===== src/rtl/piso_pkg.sv =====
// Shared types and helpers for the PISO serializer.
package piso_pkg;

    typedef enum logic {
        IDLE  = 1'b0,
        SHIFT = 1'b1
    } state_t;

    function automatic int unsigned cnt_width(input int unsigned width);
        return (width < 2) ? 1 : $clog2(width);
    endfunction

endpackage


===== src/rtl/piso_shift_reg.sv =====
// Loadable WIDTH-bit shift register with zero fill and a serial tap at the output end.
module piso_shift_reg
    import piso_pkg::*;
#(
    parameter int unsigned WIDTH     = 4,
    parameter bit          MSB_FIRST = 1'b1
) (
    input  logic             clk,
    input  logic             rst_n,
    input  logic             i_load,
    input  logic             i_shift_en,
    input  logic [WIDTH-1:0] i_data,
    output logic             o_tap
);

    logic [WIDTH-1:0] r_q;

    always_ff @(posedge clk or negedge rst_n) begin
        if (!rst_n) begin
            r_q <= '0;
        end else if (i_load) begin
            r_q <= i_data;
        end else if (i_shift_en) begin
            r_q <= MSB_FIRST ? {r_q[WIDTH-2:0], 1'b0} : {1'b0, r_q[WIDTH-1:1]};
        end
    end

    assign o_tap = MSB_FIRST ? r_q[WIDTH-1] : r_q[0];

endmodule


===== src/rtl/piso_serializer.sv =====
// Parallel-in/serial-out transmitter: valid/ready word intake, one bit per bit_en strobe.
module piso_serializer
    import piso_pkg::*;
#(
    parameter int unsigned WIDTH     = 4,
    parameter bit          MSB_FIRST = 1'b1
) (
    input  logic             clk,
    input  logic             reset,
    input  logic             in_valid,
    output logic             in_ready,
    input  logic [WIDTH-1:0] in_data,
    input  logic             bit_en,
    output logic             ser_out,
    output logic             ser_valid,
    output logic             ser_first,
    output logic             ser_last,
    output logic             busy
);

    localparam int unsigned    CW   = cnt_width(WIDTH);
    localparam logic [CW-1:0]  LAST = CW'(WIDTH - 1);

    state_t         r_state, w_state_nxt;
    logic [CW-1:0]  r_cnt, w_cnt_nxt;
    logic           w_last, w_load, w_shift_en, w_tap, w_in_ready;

    assign w_last = (r_cnt == LAST);

    always_ff @(posedge clk or negedge reset) begin
        if (!reset) begin
            r_state <= IDLE;
            r_cnt   <= '0;
        end else begin
            r_state <= w_state_nxt;
            r_cnt   <= w_cnt_nxt;
        end
    end

    always_comb begin
        w_state_nxt = r_state;
        w_cnt_nxt   = r_cnt;
        w_in_ready  = 1'b0;
        w_load      = 1'b0;
        w_shift_en  = 1'b0;
        case (r_state)
            IDLE: begin
                w_in_ready = 1'b1;
                if (in_valid) begin
                    w_load      = 1'b1;
                    w_cnt_nxt   = '0;
                    w_state_nxt = SHIFT;
                end
            end
            SHIFT: begin
                if (bit_en) begin
                    if (w_last) begin
                        w_in_ready = 1'b1;
                        w_cnt_nxt  = '0;
                        // Shifting out the final bit leaves the register all-zero for IDLE.
                        if (in_valid) begin
                            w_load = 1'b1;
                        end else begin
                            w_shift_en  = 1'b1;
                            w_state_nxt = IDLE;
                        end
                    end else begin
                        w_shift_en = 1'b1;
                        w_cnt_nxt  = r_cnt + CW'(1);
                    end
                end
            end
            default: w_state_nxt = IDLE;
        endcase
    end

    piso_shift_reg #(
        .WIDTH     (WIDTH),
        .MSB_FIRST (MSB_FIRST)
    ) u_shreg (
        .clk        (clk),
        .rst_n      (reset),
        .i_load     (w_load),
        .i_shift_en (w_shift_en),
        .i_data     (in_data),
        .o_tap      (w_tap)
    );

    assign in_ready  = w_in_ready;
    assign ser_valid = (r_state == SHIFT);
    assign ser_out   = ser_valid & w_tap;
    assign ser_first = ser_valid & (r_cnt == '0);
    assign ser_last  = ser_valid & w_last;
    assign busy      = ser_valid;

endmodule


===== config.mk =====
export PLATFORM = sky130hd
export DESIGN_NAME = piso_serializer
export DESIGN_NICKNAME = d
export VERILOG_FILES = /design/src/rtl/piso_pkg.sv /design/src/rtl/piso_shift_reg.sv /design/src/rtl/piso_serializer.sv
export SDC_FILE = /design/constraint.sdc
export NUM_CORES = 1
export LEC_CHECK = 0
export CAP_MARGIN = 40
export CORE_AREA = 4 4 41 43
export CTS_CLUSTER_SIZE = 30
export DETAILED_ROUTE_END_ITERATION = 8
export DIE_AREA = 0 0 45 47
export HOLD_SLACK_MARGIN = 0.03
export PLACE_DENSITY_LB_ADDON = 0.25
export SLEW_MARGIN = 20
export SYNTH_ARGS = -nofsm -noshare
export SYNTH_HDL_FRONTEND = slang
export SYNTH_SLANG_ARGS = --single-unit

===== constraint.sdc =====
create_clock -name clk -period 1.6 [get_ports clk]
set_input_delay 0.32 -clock clk [delete_from_list [all_inputs] [get_ports clk]]
set_output_delay 0.32 -clock clk [all_outputs]
set_load 0.005 [all_outputs]

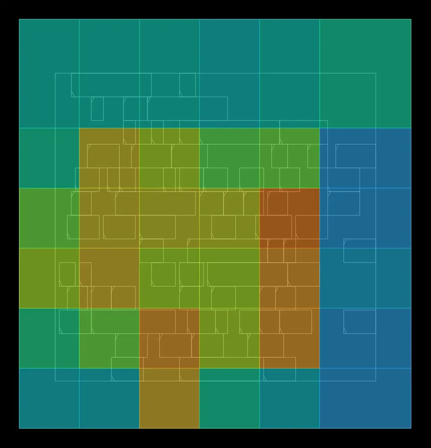
Fig. 1. Routing congestion.
layer with the highest usage: met2
global routing usage on met2: 19.49%
met1 Use GR: 14.72%
global routing usage on met3: 3.448%
Finished Core Util: 54.23%

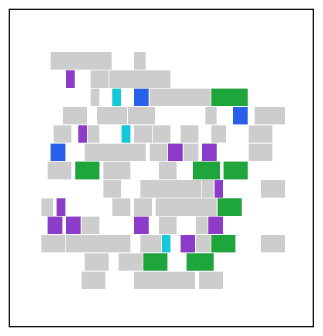
Fig. 2. Selected gate families.
[cyan] inverters | cells: 3
[purple] NAND gates | cells: 11
[blue] AND and OR gates | cells: 3
[green] multiplexers | cells: 8

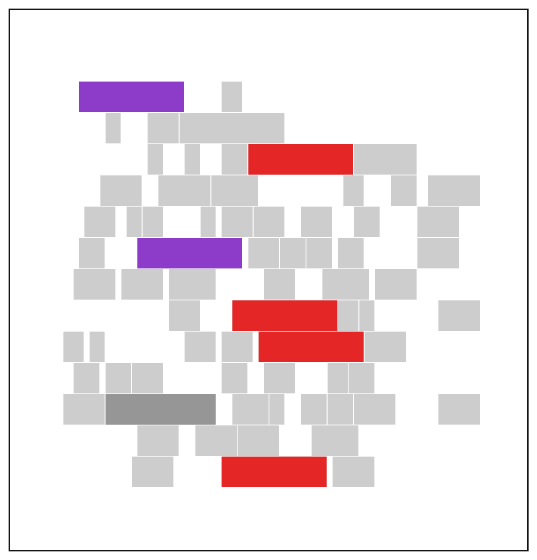
Fig. 3. Register map, names as in the netlist.
[purple] r_cnt | sequential cells: 2
[red] u_shreg.r_q | sequential cells: 4
sequential power: 298 uW
Reg area: 176.4 um2
Seq area share: 25.00%

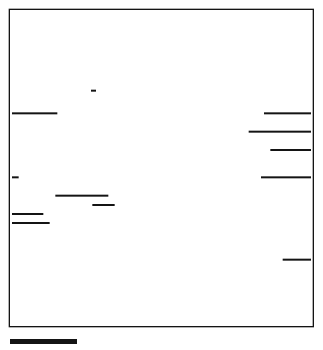
Fig. 4. Signal wires on met3.
The bar under the picture is 10 um long.
nets with wire on the layer: 10
wire length on this layer: 60.0 um
share of all routed wire: 5.8%
post-detailed-routing wire length: 1035 um
routed vias: 425

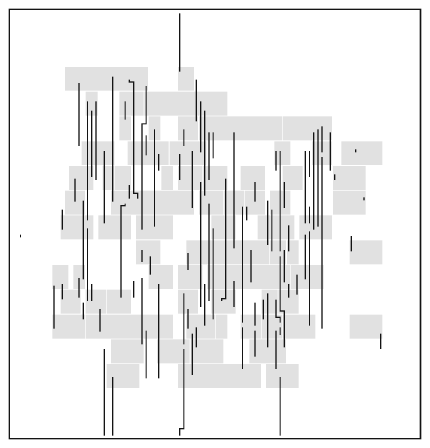
Fig. 5. Met2 routing.
Cells faint in the background.
main direction: vertical
wire length on this layer: 502 um
longest straight run: 18.7 um

through the flow:
step                cells  setup WS, ns
finish                 86       0.07043
global route           86    -0.0007073
CTS                    86      -0.02279
detailed placement     76       -0.1555
global placement       76       -0.1468
floorplan              47        0.4779
worst reg2reg max path: cells and delay by family, from the launching register on:
| family | cells | cell delay [ns] |
|---|---|---|
| flip-flops | 1 | 0.42 |
| multiplexers | 1 | 0.21 |
| buffers and inverters | 2 | 0.26 |
| adder cells (fa/ha/maj) | 1 | 0.18 |
| AND-OR/OR-AND | 1 | 0.08 |
| AND/OR/NAND/NOR | 1 | 0.13 |
cells in the mapped netlist, types with 2 or more instances:
cell / instances / share of area (%)
dfrtp_1: 7 / 38
mux2i_1: 5 / 11
nand2_1: 5 / 4.1
nand2b_1: 5 / 6.8
a21oi_1: 3 / 3.3
and2_1: 3 / 4.1
inv_1: 3 / 2.4
o22ai_1: 3 / 4.1
buf_2: 2 / 2.2
ha_1: 2 / 5.4
mux2_2: 2 / 4.9
routing by layer:
metal / up-vias / share of wire (%) / global-route usage, %
li1: 212 / - / -
met1: 198 / 43 / 14.72
met2: 11 / 49 / 19.49
met3: 4 / 5.8 / 3.448
met4: 0 / 2.8 / 8.772
met5: - / 0 / 0
sequential cells by signal (all words and copies together), names as in the netlist:
| signal | count |
|---|---|
| busy | 1 |
| u_shreg.r_q | 4 |
| r_cnt | 2 |
timing repair:
item,in CTS,in global routing
buffers inserted,6,1
resized,11,5
pin swaps,1,1
setup endpoints to repair,6,4
cloned,0,0
area by class of cell:
cell class / count / area [um2] / share of cell area (%)
inverter: 3 / 11.26 / 1.596
clock buffer: 4 / 26.28 / 3.723
tap: 15 / 18.77 / 2.660
sequential: 7 / 176.4 / 25.00
multi-input combinational: 33 / 260.3 / 36.88
timing repair buffer: 24 / 212.7 / 30.14
how the worst max path moves through the flow:
stage                        start              to  slack [ns]
final                         busy       ser_valid        0.07
after global routing      r_cnt[1]        in_ready     -0.0007
after CTS                 r_cnt[1]        in_ready       -0.02
after detailed placement    bit_en        in_ready       -0.16
after global placement      bit_en        in_ready       -0.15
after floorplan           r_cnt[0]  u_shreg.r_q[1]        0.48
cells by family after synthesis:
logic type,share of synthesized area (%)
compound gates,12.50
simple gates,16.31
flops,38.04
buf+inv,8.696
mux,19.02
fa+ha+maj,5.434
power breakdown:
group	switching [uW]	internal (uW)	total, uW
logic	161	288	450
registers	58.1	239	298
clock network	62.2	95.0	157
==> impl_metrics.env <==
# flow metrics
export IMPL_run_status="completed"
export IMPL_r2r_end="u_shreg.r_q[3]"
export IMPL_finalPower_uw=904.4
export IMPL_finish_instance_area_um2=705.7
export IMPL_critPathMaxFanout=8
export IMPL_max_slew_margin_rel_pct=77.28
export IMPL_edf_count=0
export IMPL_maxCapViolations=0
export IMPL_cts_buffers=3
export IMPL_grt_use_total_pct=12.44
export IMPL_fp_coreArea_um2=1301
export IMPL_die_w_um=45
export IMPL_hold_worst_slack_ns=0.3411
export IMPL_ys_flop_type="dfrtp_1"
export IMPL_cts_sinks=7
export IMPL_postSynthCellCount=47
export IMPL_crit_type="reg -> out"
export IMPL_cp_required_ns=1.28
export IMPL_grt_ovfl_total=0
export IMPL_fin_crit_ns=1.530
export IMPL_p_per_area_nw_per_um2=1282
export IMPL_syn_to_final_growth_pct=53.26
export IMPL_antenna_left=0
export IMPL_clk_pin_slew_ns=0.05
export IMPL_end_kind="output port"
export IMPL_clock_root_buffer="clkbuf_4"
export IMPL_num_rows=13
export IMPL_post_drt_via_cell_ratio=4.942
export IMPL_lay_top_cells="clkdlybuf4s50_1 (9), buf_4 (9), dfrtp_1 (6)"
export IMPL_setup_tns_final_ns=0
export IMPL_maxSlewViolCount=0
export IMPL_vdd_drop_max_mv=0.6380
export IMPL_io_pins=14
export IMPL_cts_max_level=1
export IMPL_worst_slew_pin_slew_ns=0.3398
export IMPL_finalSetupViolCount=0
export IMPL_grt_pass1_wl_um=1821
export IMPL_drt_iter0_markers=2
export IMPL_grt_max_degree=9
export IMPL_grt_pass1_vias=441
export IMPL_wire_per_inst_um=12.03
export IMPL_place_congestion=0.6524
export IMPL_synth_distinct_cells=18
export IMPL_route_detailed_drc=0
export IMPL_post_dp_cell_area_um2=618.1
export IMPL_io_buffer_count=13
export IMPL_antenna_found_initial=0
export IMPL_initCoreUtil_pct=35.38
export IMPL_reg2reg_from="r_cnt[1]"
export IMPL_dpl_hpwl_um=727.4
export IMPL_synth_area_um2=460.4
export IMPL_drive_gt1_share_pct=30.99
export IMPL_clk_path_buf_depth=2
export IMPL_ys_cells=47
export IMPL_die_y_um=47
export IMPL_start_kind="flip-flop"
export IMPL_fillCellCount=132
export IMPL_worstRegToRegCells=6
export IMPL_arrival_ns=1.21
export IMPL_clock_latency_ns=0.25
export IMPL_crit_cells=1
export IMPL_die_area_um2=2115
export IMPL_cpLargestDelayFamily="buffers and inverters"
export IMPL_cp_cell_sequence="clkdlybuf4s50_1"
export IMPL_ys_warn_count=0
export IMPL_crit_slowest_cell="clkdlybuf4s50_1"
export IMPL_cpPeakStageDelay_ns=0.52
export IMPL_syn_mean_instance_area_um2=9.797
export IMPL_async_reset_ff_share_pct=100.0
export IMPL_fmax_ghz=0.6538
export IMPL_yosysSeqAreaShare_pct=38.04
export IMPL_antenna_cells=0
export IMPL_crit_buf_inv=1
export IMPL_synth_nets=57
export IMPL_yosys_stat_area_um2=460.4
export IMPL_hold_viol_final=0
export IMPL_ys_ff=7
export IMPL_cts_hold_buf=0
export IMPL_rsz0062_at_grt="true"
export IMPL_fin_crit_sh_pct=95.60
export IMPL_cts_tree="yes"
export IMPL_final_nets=82
export IMPL_reg2reg_setup_slack_ns=0.19
export IMPL_skew_ns=0.001389
export IMPL_warning_count=29
export IMPL_cellLeakagePower_uw=0.0003501
export IMPL_hp_class="in -> async"
export IMPL_drtPass1Iterations=2
Power figures rest on the tool's default switching activity, not on a simulated workload.
